==> images/power_grid.png <==
Scale bar: 50 um. Pins as bars on the die edge.
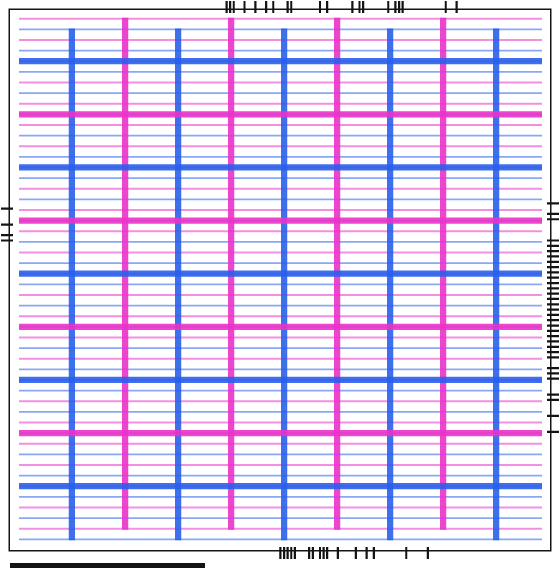
==> images/placement_by_type.png <==
Scale bar: 50 um.
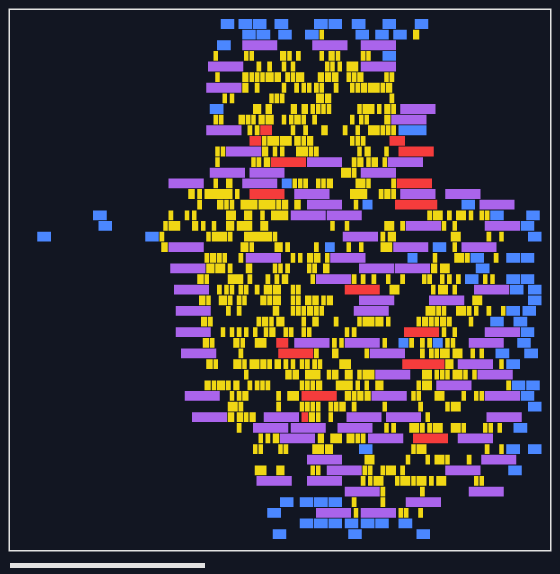
==> images/clk_routes.png <==
Scale bar: 50 um.
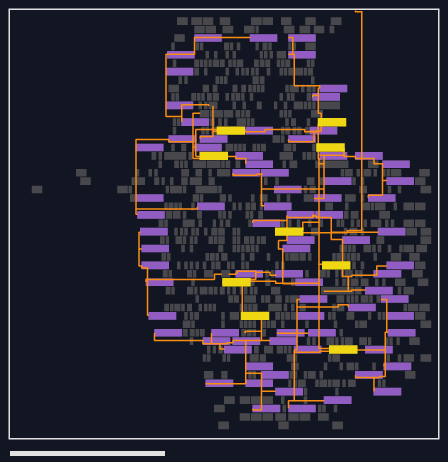
[src/rtl/or8_sweep_gen.sv]
// Clocked operand sequencer for the 8-bit OR stage: sweeps x/y, waits SETTLE cycles,
// samples the stage result and records the mismatch count and first failing vector.
module or8_sweep_gen #(
    parameter int SETTLE = 2
) (
    input  logic        clk,
    input  logic        rst,
    input  logic        start,
    input  logic        mode,
    input  logic        abort,
    input  logic [7:0]  dut_out,
    output logic [7:0]  x,
    output logic [7:0]  y,
    output logic        busy,
    output logic        done,
    output logic [16:0] err_cnt,
    output logic        first_err_valid,
    output logic [7:0]  first_err_x,
    output logic [7:0]  first_err_y,
    output logic [7:0]  first_err_out
);

    localparam int            CW       = (SETTLE > 1) ? $clog2(SETTLE) : 1;
    localparam logic [CW-1:0] CNT_LAST = CW'(SETTLE - 1);

    typedef enum logic [1:0] {
        S_IDLE,
        S_SETTLE,
        S_CHECK,
        S_DONE
    } state_t;

    state_t        state;
    state_t        state_nxt;
    logic [15:0]   idx;
    logic          mode_q;
    logic [CW-1:0] cnt;
    logic          last_idx;
    logic          mismatch;

    // Mode 0 drives the diagonal (x = y); mode 1 walks y fastest under x.
    function automatic logic [15:0] vec_of(input logic md, input logic [15:0] i);
        return md ? i : {i[7:0], i[7:0]};
    endfunction

    assign last_idx = mode_q ? (idx == 16'hFFFF) : (idx[7:0] == 8'hFF);
    assign mismatch = (dut_out != (x | y));
    assign busy     = (state == S_SETTLE) || (state == S_CHECK);
    assign done     = (state == S_DONE);

    always_comb begin
        state_nxt = state;
        case (state)
            S_IDLE, S_DONE: begin
                if (start) state_nxt = S_SETTLE;
            end
            S_SETTLE: begin
                if (abort)                 state_nxt = S_IDLE;
                else if (cnt == CNT_LAST)  state_nxt = S_CHECK;
            end
            S_CHECK: begin
                if (abort)         state_nxt = S_IDLE;
                else if (last_idx) state_nxt = S_DONE;
                else               state_nxt = S_SETTLE;
            end
            default: state_nxt = S_IDLE;
        endcase
    end

    always_ff @(posedge clk or posedge rst) begin
        if (rst) begin
            state           <= S_IDLE;
            idx             <= '0;
            mode_q          <= 1'b0;
            cnt             <= '0;
            x               <= '0;
            y               <= '0;
            err_cnt         <= '0;
            first_err_valid <= 1'b0;
            first_err_x     <= '0;
            first_err_y     <= '0;
            first_err_out   <= '0;
        end else begin
            state <= state_nxt;
            case (state)
                S_IDLE, S_DONE: begin
                    if (start) begin
                        idx             <= '0;
                        cnt             <= '0;
                        mode_q          <= mode;
                        x               <= '0;
                        y               <= '0;
                        err_cnt         <= '0;
                        first_err_valid <= 1'b0;
                        first_err_x     <= '0;
                        first_err_y     <= '0;
                        first_err_out   <= '0;
                    end
                end
                S_SETTLE: begin
                    if (abort) begin
                        x <= '0;
                        y <= '0;
                    end else begin
                        cnt <= cnt + 1'b1;
                    end
                end
                S_CHECK: begin
                    // Abort wins over the compare: results of this vector are dropped.
                    if (abort) begin
                        x <= '0;
                        y <= '0;
                    end else begin
                        if (mismatch) begin
                            err_cnt <= err_cnt + 17'd1;
                            if (!first_err_valid) begin
                                first_err_valid <= 1'b1;
                                first_err_x     <= x;
                                first_err_y     <= y;
                                first_err_out   <= dut_out;
                            end
                        end
                        if (!last_idx) begin
                            idx      <= idx + 16'd1;
                            cnt      <= '0;
                            {x, y}   <= vec_of(mode_q, idx + 16'd1);
                        end
                    end
                end
                default: ;
            endcase
        end
    end

endmodule
[config.mk]
export PLATFORM = sky130hd
export DESIGN_NAME = or8_sweep_gen
export DESIGN_NICKNAME = d
export VERILOG_FILES = /design/src/rtl/or8_sweep_gen.sv
export SDC_FILE = /design/constraint.sdc
export NUM_CORES = 1
export LEC_CHECK = 0
export ABC_AREA = 1
export CAP_MARGIN = 40
export CORE_MARGIN = 2
export CORE_UTILIZATION = 25
export CTS_CLUSTER_SIZE = 25
export DETAILED_ROUTE_END_ITERATION = 6
export SYNTH_ARGS = -nofsm -noshare
export SYNTH_HDL_FRONTEND = slang
export SYNTH_SLANG_ARGS = --single-unit
export TNS_END_PERCENT = 50
[constraint.sdc]
create_clock -name clk -period 3.92 [get_ports clk]
set_input_delay 0.784 -clock clk [delete_from_list [all_inputs] [get_ports clk]]
set_output_delay 0.784 -clock clk [all_outputs]
set_load 0.02 [all_outputs]
==> notes.md <==
yosys + openroad results -> hold-fix buffers at CTS 0, Top reg by flops err_cnt, maximum root-to-sink buffer count 2, CTS tree done, grt met3 use between 2 and 2.5%, Synth async-reset ratio 100%, Non-Filler Instances 920, M1 GR Usage between 15 and 20%, Synth Area in Simple Gates 40.1%, NonClk Buf Share 13.6%, Gate power share 35.7%, Max Cap Viol 0, RSZ-0062 raised after global routing false, layout cells sized above 1 ~7.4%, First-pass DRT Iterations 4, Non-clock inverters around 43, Pleak 2.62 nW, hold path depth 2, Final Hold Viols 0, most frequent CP cell nand2_1, syn avg cell area ~7.3 sq um, hold_ws 470 ps, TNS Setup 0 ps, die width 138 um, dpl hpwl 8560 um, fill count 1867, Seq area share 33.7%, pwr/cell area 503 nW/um^2, placed insts 904, core area 17800 sq um, register area share after synthesis 43.3%, Max Fclk 0.367 GHz, drc violations 0, height of the die around 140 um, synthesis warning total 0, CTS H-tree lvls 3, Total GRT Usage 12.8%, vias in the first global route 3884, n_taps 229, internal reg-to-reg setup slack between 1000 and 1500 ps, synthesized area 4500 sq um, Synth Net Count 635, Place WS 861 ps, max layer used met4, Antenna diodes 0, Crit-path slowest cell nand2_1, CTS Root Cell clkbuf_16, Design Area, Final about 5800 sq um, switching power of the nets 1.18 mW, Adder Area Share 1.39%, critical path's top delay family simple AND/OR/NAND/NOR gates, first-pass GRT wire length 20200 um, met2 routed WL 5210 um, CP Depth 8, clock-cell share of area 5.66%, RR Endpoint first_err_y[7]$_DFFE_PP0P_, routed len/inst 12.9 um, VDD IR max 0.253 mV, Top non-seq family simple AND/OR/NAND/NOR gates, R2R Path Start state[0]$_DFFE_PP0P_, yosys stat chip area 4500 sq um, final core occ between 30% and 40%, CP endpoint kind flop, Largest register FFs 17, largest net degree at the start of global routing roughly 70, Post-CTS Setup Bufs 0, R2R cell count 8, Critical Path Source Type flop, final slew viol count 0, CTS Buf Count 9, RD Place Congestion 0.866, grt total ovfl 0, initial DRC count 231, cell count after synthesis ~600, starting density of the core approximately a quarter, Relative slew margins approximately 45%, Clock power frac between 30% and 40%, initial antenna violation count 0, Flop pwr share ~32%, post-route ant nets 0, via count 4082, P&R area growth vs syn 28.5%, hold_sp first_err_out[7]$_DFFE_PP0P_, multi-input gates ~480, placed cell areas approximately 5500 sq um, num rows just under 50, required time worst endpoint 4140 ps, crit path buf inv count 2, crit path DAT between 2000 and 3000 ps, flop count 78, crit-path max FO 25, worst setup margin about 1200 ps, Internal about 1.7 mW, Synthesized registers 78, yosys cell count 617, logic share of the area 39.3%, actual slew at the worst max-slew pin 821 ps, critical path type flop to flop, total power 2.91 mW, final wirelength 11800 um, status finished clean, WL met3 578 um, Clk Latency, worst-skew pair 340 ps, main flop type dfrtp_1, crit path cell chain inv_1, ha_1, nor2_1, a211oi_4, buf_4, nand2_1, nand2_1, nand2_1, CTS resizes 0, worst hold path type flop to flop, last element of the critical path first_err_y[7]$_DFFE_PP0P_, met1 WL ~5900 um, fin nets between 700 and 800, mux share 0%, Final min period 2730 ps, Complex Gates by Area under 10%, worst hold endpoint first_err_out[7]$_DFFE_PP0P_, XORs/XNORs by Area under 10%, # IOs 73, IO buf count about 72, OpenROAD warning count 28, Crit. Startpoint state[0]$_DFFE_PP0P_, Final setup viols 0
About power_grid.png:
Key: magenta = VDD; blue = VSS
9 straps on met5. 9 straps on met4.

About placement_by_type.png:
Key: blue = remaining buffers and delay cells [cells 79]; red = clock drivers and dummy loads [cells 16]; purple = sequential cells [cells 78]; yellow = combinational and other logic [cells 518]

About clk_routes.png:
Key: purple = flip-flops [count 78]; yellow = clock drivers [count 9]; orange = clock wires [length 1130 um]
There are 10 routed clock nets.

cell usage in the layout (no fill, tap or decap), drive strengths merged, types with 5 or more instances in the layout:
| master | instances |
|---|---|
| o21ai | 31 |
| and2 | 7 |
| nor2 | 66 |
| buf | 7 |
| nand3 | 43 |
| nand2 | 256 |
| a21oi | 12 |
| inv | 46 |
| xor2 | 6 |
| nand4 | 5 |
| clkbuf | 9 |
| nand3b | 27 |
| dfrtp | 78 |
| ha | 5 |
| clkdlybuf4s50 | 72 |
cell usage after synthesis, types with 2 or more instances:
| cell | count | area (sq um) |
|---|---|---|
| o21ai_2 | 6 | 52.6 |
| o21ai_0 | 17 | 85.1 |
| nand3_1 | 43 | 215 |
| o21bai_1 | 4 | 30.0 |
| nand2_1 | 242 | 908 |
| inv_2 | 2 | 7.51 |
| ha_1 | 5 | 62.6 |
| o21ai_1 | 8 | 40.0 |
| xor2_1 | 6 | 52.6 |
| o211ai_1 | 2 | 15.0 |
| nor2_1 | 63 | 236 |
| a21oi_1 | 12 | 60.1 |
| nor2_4 | 2 | 22.5 |
| nand4_1 | 5 | 31.3 |
| nand2_2 | 11 | 68.8 |
| and2_1 | 7 | 43.8 |
| nand2_4 | 2 | 22.5 |
| buf_2 | 13 | 65.1 |
| xnor2_1 | 4 | 35.0 |
| dfrtp_1 | 78 | 1950 |
| inv_1 | 41 | 154 |
| clkbuf_1 | 5 | 18.8 |
| nand3b_1 | 27 | 203 |
power groups by stage:
| stage | logic [mW] | registers (mW) | clock network, mW |
|---|---|---|---|
| final | 1.04 | 0.938 | 0.933 |
| after floorplan | 0.742 | 0.970 | 0 |
| after detailed placement | 1.05 | 0.952 | 0 |
| after CTS | 1.05 | 0.938 | 0.954 |
| after global placement | 1.05 | 0.952 | 0 |
| after global routing | 1.15 | 0.948 | 0.986 |
Power is estimated from default activity; no workload was simulated.
